$ cat src/rtl/i2c_target_8bit.sv
// i2c_target_8bit: oversampled I2C/SCCB target with an 8-bit register pointer.
// Answers START / slave-addr / reg-addr / data / STOP sequences on an
// open-drain bus and exposes a simple register-file port.
//
// Build option: define I2C_TARGET_GLITCH_FILTER_EN to add a 3-sample
// stability filter on the synchronized SCL/SDA (adds 2 cycles of latency).
//
// Ports:
//   i_clk, i_rst    system clock, synchronous active-high reset
//   i_scl, i_sda    resolved bus levels (asynchronous to i_clk)
//   o_sda_oe        1 = pull SDA low, 0 = release
//   o_reg_addr      current register pointer
//   o_reg_wdata     last received data byte
//   o_reg_we        1-cycle write strobe for o_reg_addr/o_reg_wdata
//   i_reg_rdata     combinational read data for o_reg_addr
//   o_reg_re        1-cycle read strobe, i_reg_rdata latched for transmit
//   o_busy          1 between START and STOP/abort
//   o_start_det     1-cycle pulse on every START / repeated START
module i2c_target_8bit #(
    parameter logic [6:0]  SLAVE_ADDR  = 7'h21,
    parameter int unsigned SYNC_STAGES = 2
) (
    input  logic       i_clk,
    input  logic       i_rst,
    input  logic       i_scl,
    input  logic       i_sda,
    output logic       o_sda_oe,
    output logic [7:0] o_reg_addr,
    output logic [7:0] o_reg_wdata,
    output logic       o_reg_we,
    input  logic [7:0] i_reg_rdata,
    output logic       o_reg_re,
    output logic       o_busy,
    output logic       o_start_det
);

    localparam int unsigned CNT_W = 4;

    typedef enum logic [3:0] {
        IDLE, ADDR, ADDR_ACK, REG, REG_ACK,
        WRITE, WRITE_ACK, READ, READ_ACK, WAIT_STOP
    } state_t;

    // Input synchronizers; reset to the idle bus level to avoid false edges.
    logic [SYNC_STAGES-1:0] scl_sync;
    logic [SYNC_STAGES-1:0] sda_sync;
    logic                   scl_raw;
    logic                   sda_raw;
    logic                   scl_s;
    logic                   sda_s;

    always_ff @(posedge i_clk) begin
        if (i_rst) begin
            scl_sync <= '1;
            sda_sync <= '1;
        end else begin
            scl_sync <= {scl_sync[SYNC_STAGES-2:0], i_scl};
            sda_sync <= {sda_sync[SYNC_STAGES-2:0], i_sda};
        end
    end

    assign scl_raw = scl_sync[SYNC_STAGES-1];
    assign sda_raw = sda_sync[SYNC_STAGES-1];

`ifdef I2C_TARGET_GLITCH_FILTER_EN
    // Level follows the input only once three consecutive samples agree.
    logic [1:0] scl_win;
    logic [1:0] sda_win;
    logic       scl_hold;
    logic       sda_hold;

    always_ff @(posedge i_clk) begin
        if (i_rst) begin
            scl_win  <= '1;
            sda_win  <= '1;
            scl_hold <= 1'b1;
            sda_hold <= 1'b1;
        end else begin
            scl_win  <= {scl_win[0], scl_raw};
            sda_win  <= {sda_win[0], sda_raw};
            scl_hold <= scl_s;
            sda_hold <= sda_s;
        end
    end

    assign scl_s = (scl_win == {2{scl_raw}}) ? scl_raw : scl_hold;
    assign sda_s = (sda_win == {2{sda_raw}}) ? sda_raw : sda_hold;
`else
    assign scl_s = scl_raw;
    assign sda_s = sda_raw;
`endif

    // History flops for edge and bus-condition detection.
    logic scl_prev;
    logic sda_prev;

    always_ff @(posedge i_clk) begin
        if (i_rst) begin
            scl_prev <= 1'b1;
            sda_prev <= 1'b1;
        end else begin
            scl_prev <= scl_s;
            sda_prev <= sda_s;
        end
    end

    logic scl_rise;
    logic scl_fall;
    logic start_cond;
    logic stop_cond;

    assign scl_rise   =  scl_s & ~scl_prev;
    assign scl_fall   = ~scl_s &  scl_prev;
    assign start_cond =  scl_s &  scl_prev &  sda_prev & ~sda_s;
    assign stop_cond  =  scl_s &  scl_prev & ~sda_prev &  sda_s;

    // Protocol state and registered outputs.
    state_t           state_q, state_d;
    logic [CNT_W-1:0] cnt_q, cnt_d;
    logic [7:0]       shift_q, shift_d;
    logic             rw_q, rw_d;
    logic             oe_q, oe_d;
    logic [7:0]       addr_q, addr_d;
    logic [7:0]       wdata_q, wdata_d;
    logic             we_q, we_d;
    logic             re_q, re_d;
    logic             busy_q, busy_d;
    logic             start_q, start_d;

    always_ff @(posedge i_clk) begin
        if (i_rst) begin
            state_q <= IDLE;
            cnt_q   <= '0;
            shift_q <= '0;
            rw_q    <= 1'b0;
            oe_q    <= 1'b0;
            addr_q  <= '0;
            wdata_q <= '0;
            we_q    <= 1'b0;
            re_q    <= 1'b0;
            busy_q  <= 1'b0;
            start_q <= 1'b0;
        end else begin
            state_q <= state_d;
            cnt_q   <= cnt_d;
            shift_q <= shift_d;
            rw_q    <= rw_d;
            oe_q    <= oe_d;
            addr_q  <= addr_d;
            wdata_q <= wdata_d;
            we_q    <= we_d;
            re_q    <= re_d;
            busy_q  <= busy_d;
            start_q <= start_d;
        end
    end

    logic [7:0] byte_in;
    logic       last_bit;

    assign byte_in  = {shift_q[6:0], sda_s};
    assign last_bit = (cnt_q == CNT_W'(7));

    // Next-state and output logic; START beats STOP beats any SCL edge.
    always_comb begin
        state_d = state_q;
        cnt_d   = cnt_q;
        shift_d = shift_q;
        rw_d    = rw_q;
        oe_d    = oe_q;
        addr_d  = addr_q;
        wdata_d = wdata_q;
        we_d    = 1'b0;
        re_d    = 1'b0;
        start_d = 1'b0;

        if (start_cond) begin
            state_d = ADDR;
            cnt_d   = '0;
            oe_d    = 1'b0;
            start_d = 1'b1;
        end else if (stop_cond) begin
            state_d = IDLE;
            cnt_d   = '0;
            oe_d    = 1'b0;
        end else begin
            unique case (state_q)
                ADDR: begin
                    if (scl_rise) begin
                        shift_d = byte_in;
                        cnt_d   = cnt_q + CNT_W'(1);
                        if (last_bit) begin
                            cnt_d   = '0;
                            rw_d    = sda_s;
                            state_d = (byte_in[7:1] == SLAVE_ADDR) ? ADDR_ACK : WAIT_STOP;
                        end
                    end
                end
                ADDR_ACK: begin
                    // First fall drives ACK, second fall ends the ACK slot.
                    if (scl_fall) begin
                        if (!oe_q) begin
                            oe_d = 1'b1;
                        end else if (rw_q) begin
                            cnt_d   = '0;
                            re_d    = 1'b1;
                            shift_d = i_reg_rdata;
                            oe_d    = ~i_reg_rdata[7];
                            state_d = READ;
                        end else begin
                            cnt_d   = '0;
                            oe_d    = 1'b0;
                            state_d = REG;
                        end
                    end
                end
                REG: begin
                    if (scl_rise) begin
                        shift_d = byte_in;
                        cnt_d   = cnt_q + CNT_W'(1);
                        if (last_bit) begin
                            cnt_d   = '0;
                            addr_d  = byte_in;
                            state_d = REG_ACK;
                        end
                    end
                end
                WRITE: begin
                    if (scl_rise) begin
                        shift_d = byte_in;
                        cnt_d   = cnt_q + CNT_W'(1);
                        if (last_bit) begin
                            cnt_d   = '0;
                            wdata_d = byte_in;
                            we_d    = 1'b1;
                            state_d = WRITE_ACK;
                        end
                    end
                end
                REG_ACK, WRITE_ACK: begin
                    // Pointer advances once, in the cycle the write strobe is out.
                    if (state_q == WRITE_ACK && we_q) begin
                        addr_d = addr_q + 8'd1;
                    end
                    if (scl_fall) begin
                        if (!oe_q) begin
                            oe_d = 1'b1;
                        end else begin
                            oe_d    = 1'b0;
                            state_d = WRITE;
                        end
                    end
                end
                READ: begin
                    if (scl_rise) begin
                        cnt_d = cnt_q + CNT_W'(1);
                    end else if (scl_fall) begin
                        if (cnt_q == CNT_W'(8)) begin
                            cnt_d   = '0;
                            oe_d    = 1'b0;
                            addr_d  = addr_q + 8'd1;
                            state_d = READ_ACK;
                        end else begin
                            shift_d = {shift_q[6:0], 1'b0};
                            oe_d    = ~shift_q[6];
                        end
                    end
                end
                READ_ACK: begin
                    // cnt_q != 0 marks an ACK seen on the preceding rise.
                    if (scl_rise) begin
                        if (sda_s) begin
                            oe_d    = 1'b0;
                            state_d = WAIT_STOP;
                        end else begin
                            cnt_d = CNT_W'(1);
                        end
                    end else if (scl_fall && cnt_q != '0) begin
                        cnt_d   = '0;
                        re_d    = 1'b1;
                        shift_d = i_reg_rdata;
                        oe_d    = ~i_reg_rdata[7];
                        state_d = READ;
                    end
                end
                default: begin
                    // IDLE and WAIT_STOP only leave on START or STOP.
                end
            endcase
        end

        busy_d = (state_d != IDLE);
    end

    assign o_sda_oe    = oe_q;
    assign o_reg_addr  = addr_q;
    assign o_reg_wdata = wdata_q;
    assign o_reg_we    = we_q;
    assign o_reg_re    = re_q;
    assign o_busy      = busy_q;
    assign o_start_det = start_q;

endmodule

$ cat config.mk
export PLATFORM = sky130hd
export DESIGN_NAME = i2c_target_8bit
export DESIGN_NICKNAME = d
export VERILOG_FILES = /design/src/rtl/i2c_target_8bit.sv
export SDC_FILE = /design/constraint.sdc
export NUM_CORES = 1
export LEC_CHECK = 0
export CAP_MARGIN = 20
export CORE_UTILIZATION = 55
export DETAILED_ROUTE_END_ITERATION = 10
export HOLD_SLACK_MARGIN = 0.03
export PLACE_DENSITY = 0.79
export SYNTH_ARGS = -nofsm -noshare
export SYNTH_HDL_FRONTEND = slang
export SYNTH_SLANG_ARGS = --single-unit
$ cat constraint.sdc
create_clock -name i_clk -period 2.2 [get_ports i_clk]
set_input_delay 0.55 -clock i_clk [delete_from_list [all_inputs] [get_ports i_clk]]
set_output_delay 0.55 -clock i_clk [all_outputs]
set_load 0.02 [all_outputs]
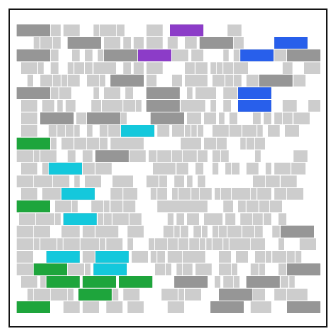
(run_1/registers.png)
- shift_q: cyan (flops 7)
- o_reg_wdata: green (flops 8; where lower left)
- state_q: blue (flops 4; where upper right)
- sda_sync: purple (flops 2)
Power Sequential: 0.791 mW
final core occ: 0.740

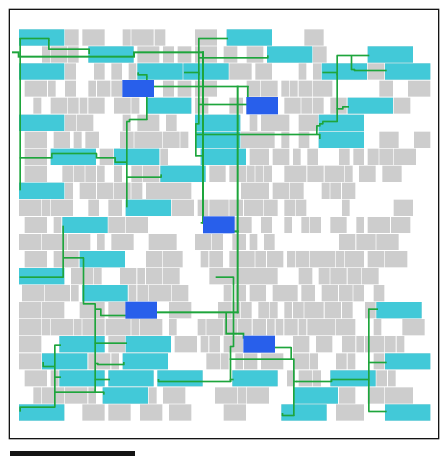
(run_1/clock_map.png)
Scale bar: 20 um.
- clock wires: green (length 537 um)
- flip-flops: cyan (count 43)
- cells driving clock nets: blue (count 5)
- flops lie: widely spread
Latency at later pin: 0.30 ns
Clk. pwr: 0.599 mW
worst clock skew: 0.00414 ns

==> results_dict.tcl, run 1 <==
# yosys + openroad results
set metrics [dict create \
    ys_cells 298 \
    setup_violations 0 \
    wl_met3_um 343 \
    wl_per_cell_um 15.3 \
    grt_pass1_wl_um 9720 \
    worstPathCellList "or4b_1 -> nor4_2 -> and3b_1 -> o211a_1 -> or4_1" \
    synthArstFlopShare 0 \
    adder_share 0.0310 \
    p_switching_mw 0.330 \
    n_fill_cell 314 \
    holdWs_ns 0.408 \
    comb_area_um2 1410 \
    wl_met2_um 2870 \
    arrival_ns 2.27 \
    worstPathRequired_ns 2.38 \
    fmax_mhz 479 \
    comb_cell_power_mw 0.114 \
    seqCellArea_um2 861 \
    period_used_share 0.950 \
    period_needed_ns 2.09 \
    tightest_slew_ns 0.467 \
    drive_above_1_share 0.162 \
    rows 23 \
    largest_class "logic gates" \
    root_buffer "clkbuf_8" \
    hold_path.class "register to register" \
    routed_wl_um 6040 \
    clock_cell_area_share 0.0337 \
    r2r_slack_ns 0.11 \
    p_comb_frac 0.076 \
    area_growth_syn_to_layout_pct 25.9 \
    post-cts-setup-buffers 0 \
    post_synth_instance_area_um2 2420 \
    cpMaxStageDelayCell "or4b_1" \
    synthSimpleGateAreaFrac 0.252 \
    aoi_share 0.187 \
    whs_path_depth 1 \
    cp_max_fo 2 \
    seqAreaFraction 0.283 \
    outcome "finished clean" \
    synth_cells 298 \
    edf_count 0 \
    mostFrequentLayoutCells "dfxtp_1 (43), nor2_1 (40), clkdlybuf4s50_1 (32)" \
    postCtsHoldBufs 0 \
    cts_tree "yes" \
    ctsResizeCount 0 \
    cap_violations 0 \
    crit_path_end_kind "register" \
    ys_sh_xor 0.0145 \
    die-area_um2 4670 \
    h-tree-depth 2 \
    synth-main-ff-cell "dfxtp_1" \
    core-area_um2 4120 \
    hold_start "scl_sync[0]" \
    buf_share 0.183 \
    power_density_nw_per_um2 494 \
    wl_met1_um 2650 \
    grt_pass1_vias 2121 \
    r2r_start "shift_q[2]" \
    drt_pre_antenna_iters 5 \
    synth_seq_share 0.356 \
    ys_types 50 \
    p_leak_nw 1.24 \
    setup_tns_ns 0 \
    top_layer "met4" \
    antenna_cells 0 \
    place_area_um2 2920 \
    intPower_mw 1.17 \
    r2r_cells 5 \
    antenna_found_initial 0 \
    sequentialPowerShare 0.526 \
    grt_util_met2 0.469 \
    warnings 29 \
    hold_viol 0 \
    relSlewSlack 0.684 \
    synthTopLogicFamily "simple AND/OR/NAND/NOR gates" \
    fp_util 0.588 \
    numSynthFlops 43 \
    cts.path.max_buffers 2 \
    lay_top_count "dfxtp_1" \
    path_class "register to register" \
    sh_comb_area 0.463 \
    vias 2317 \
    cp_slowest_stage_delay_ns 0.53 \
    mux_area_frac 0.0936 \
    critical_path_depth 5 \
    cp-start-kind "register" \
    grtUsageMet1 0.346 \
    hold_path_end "scl_sync[1]" \
    startpoint "shift_q[2]" \
    path_clk_slew_ns 0.08 \
    ir_drop_uv 300 \
    syn_area_per_cell_um2 8.12 \
    comb.multi_input.count 219 \
    yosysWarningCount 0 \
    preCtsSetupSlack_ns -0.0730 \
]
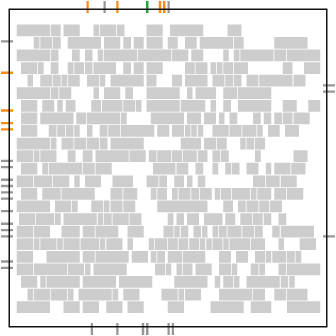
(run_1/pins.png)
Pins as bars across the die edge, other pins in grey.
- o_reg_addr: orange (pins 8; direction output; edge 4 top, 4 left)
- i_scl: green (pins 1; direction input; edge top)
die width: 68.3 um
Port-buffer cells: 32

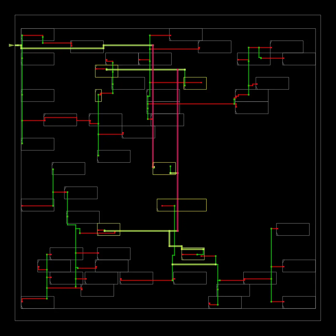
(run_1/final_clocks.png)
clk_buf instances: 6
sequential cells: 43
CTS sink cnt: 43

run 1: cells in the mapped netlist, drive strengths merged (2+ instances only):
cell type	number	area share
a211oi	2	0.0062
a21oi	13	0.027
a221oi	2	0.0072
a31oi	7	0.018
a41oi	2	0.0072
and3	6	0.016
buf	13	0.030
clkbuf	9	0.014
dfxtp	43	0.36
ha	6	0.031
inv	14	0.022
mux2	5	0.023
mux2i	17	0.070
nand2	17	0.026
nand2b	5	0.013
nand3	13	0.027
nand4b	3	0.011
nor2	41	0.064
nor2b	4	0.010
nor3	6	0.014
nor3b	4	0.012
o211ai	3	0.0093
o21a	6	0.019
o21ai	18	0.037
o221ai	2	0.0072
o22ai	4	0.010
o31ai	3	0.0093
or2	8	0.021
or4b	3	0.012
xnor2	2	0.0072
xor2	2	0.0072
==> inputs of run 2 (changes only) <==
--- a/config.mk
+++ b/config.mk
@@ -10,6 +10,7 @@
 export DETAILED_ROUTE_END_ITERATION = 10
 export HOLD_SLACK_MARGIN = 0.03
 export PLACE_DENSITY = 0.79
+export SLEW_MARGIN = 10
 export SYNTH_ARGS = -nofsm -noshare
 export SYNTH_HDL_FRONTEND = slang
 export SYNTH_SLANG_ARGS = --single-unit
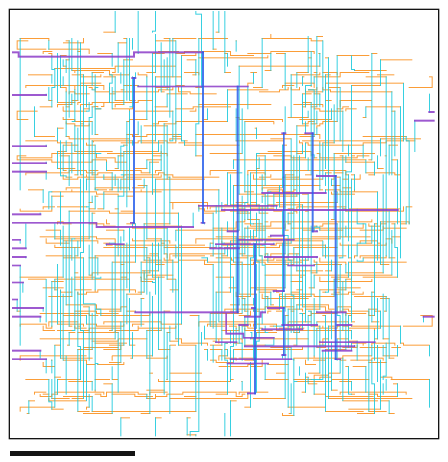
(run_2/metal_stack.png)
Scale bar: 20 um.
- met4: blue (wire length 188 um)
- met1: orange (wire length 2650 um)
- met3: purple (wire length 344 um)
- met2: cyan (wire length 2870 um)
via count: 2317
routed wire length: 6040 um
GR Util All Layers: 0.283

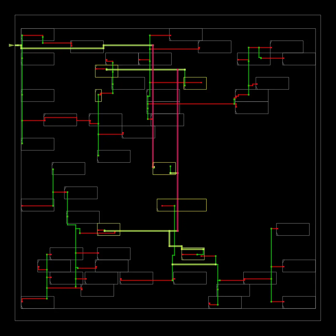
(run_2/final_clocks.png)
CTS buffer count: 5

==> run 2 against run 1 <==
Effect of this change: clock skew is the same; sequential power is essentially flat; largest power group unchanged; flip-flop count is the same; clock-buffer cell count is the same; sequential share of layout area is the same; synthesized area is the same; total power is the same; routed wire length is the same; via count is the same; highest routed layer unchanged; worst hold slack is the same; final cell count is the same.
==> results_dict.tcl, run 2 <==
# yosys + openroad results
set metrics [dict create \
    outcome "finished clean" \
    place_area_um2 2920 \
    path_clk_slew_ns 0.08 \
    largest_class "logic gates" \
    r2r_start "shift_q[2]" \
    largest_area_cell "dfxtp_1" \
    clk_latency_ns 0.30 \
    grt_pass1_vias 2121 \
    ctsResizeCount 0 \
    ys_types 50 \
    yosysTopAreaCellShare 0.356 \
    hold_path.class "register to register" \
    comb.multi_input.count 219 \
    hold_viol 0 \
    ys_cells 298 \
    p_leak_nw 1.24 \
    synth_seq_share 0.356 \
    crit_path_end_kind "register" \
    wl_met3_um 343 \
    cap_violations 0 \
    warnings 29 \
    startpoint "shift_q[2]" \
    critical_path_depth 5 \
    r2r_slack_ns 0.11 \
    setup_violations 0 \
    area_leaders "dfxtp_1 (36%), mux2i_1 (7.0%), nor2_1 (6.4%)" \
    syn_area_per_cell_um2 8.12 \
    arrival_ns 2.27 \
    clock_cell_area_share 0.0337 \
    io_buffers 32 \
    whs_path_depth 1 \
    cp_slowest_stage_delay_ns 0.53 \
    seqCellArea_um2 861 \
    core-area_um2 4120 \
    relSlewSlack 0.684 \
    mostFrequentLayoutCells "dfxtp_1 (43), nor2_1 (40), clkdlybuf4s50_1 (32)" \
    p_switching_mw 0.330 \
    die_w_um 68.3 \
    wl_met2_um 2870 \
    lay_top_count "dfxtp_1" \
    period_needed_ns 2.09 \
    holdWs_ns 0.408 \
    sequentialPowerShare 0.526 \
    postCtsHoldBufs 0 \
    area_growth_syn_to_layout_pct 25.9 \
    seqAreaFraction 0.283 \
    die-area_um2 4670 \
    top_layer "met4" \
    h-tree-depth 2 \
    top_cells_by_count "dfxtp_1 (43), nor2_1 (41), mux2i_1 (17), nand2_1 (17)" \
    cpMaxStageDelayCell "or4b_1" \
    edf_count 0 \
    nClkBuffers 6 \
    numSynthFlops 43 \
    ir_drop_uv 300 \
    hold_path_end "scl_sync[1]" \
    fin_skew_ns 0.00414 \
    grtUsageMet1 0.346 \
    comb_cell_power_mw 0.114 \
    intPower_mw 1.17 \
    yosysWarningCount 0 \
    cts_tree "yes" \
    antenna_found_initial 0 \
    comb_area_um2 1410 \
    fp_util 0.588 \
    seq-power_mw 0.791 \
    r2r_cells 5 \
    top_cell "dfxtp_1" \
    cts.path.max_buffers 2 \
    post_synth_instance_area_um2 2420 \
    fin_util 0.740 \
    seq_cells 43 \
    synth_cells 298 \
    worstPathRequired_ns 2.38 \
    worstPathCellList "or4b_1 -> nor4_2 -> and3b_1 -> o211a_1 -> or4_1" \
    wl_met1_um 2650 \
    cts.sinks 43 \
    wl_per_cell_um 15.3 \
]
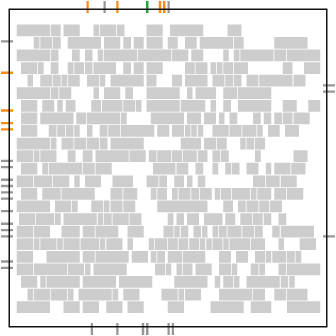
(run_2/pins.png)
Pins as bars across the die edge, other pins in grey.
Die Y-Extent: 68.3 um

==> run 2: cell counts in the layout (fill, tap and decap cells not counted) <==
Identical to the previous run, type by type.
==> run 2: worst reg2reg max path: stages (launching register included) <==
cell and delay [ns]:
dfxtp_1 0.31, or4b_1 0.53, nor4_2 0.21, and3b_1 0.24
o211a_1 0.23, or4_1 0.45
==> run 2: cell families (layout without fill, tap and decap cells) <==
| family | Yosys count | count (layout) | synth area share |
|---|---|---|---|
| and+or+nand+nor | 117 | 117 | 0.252 |
| AOI/OAI and AO/OA | 70 | 70 | 0.187 |
| DFF | 43 | 43 | 0.356 |
| buffers and inverters | 36 | 83 | 0.0657 |
| muxes | 22 | 22 | 0.0936 |
| adders and majority gates | 6 | 6 | 0.0310 |
| xor gates and xnor gates | 4 | 4 | 0.0145 |
No activity file was given, so power comes from the tool's default toggle rates.
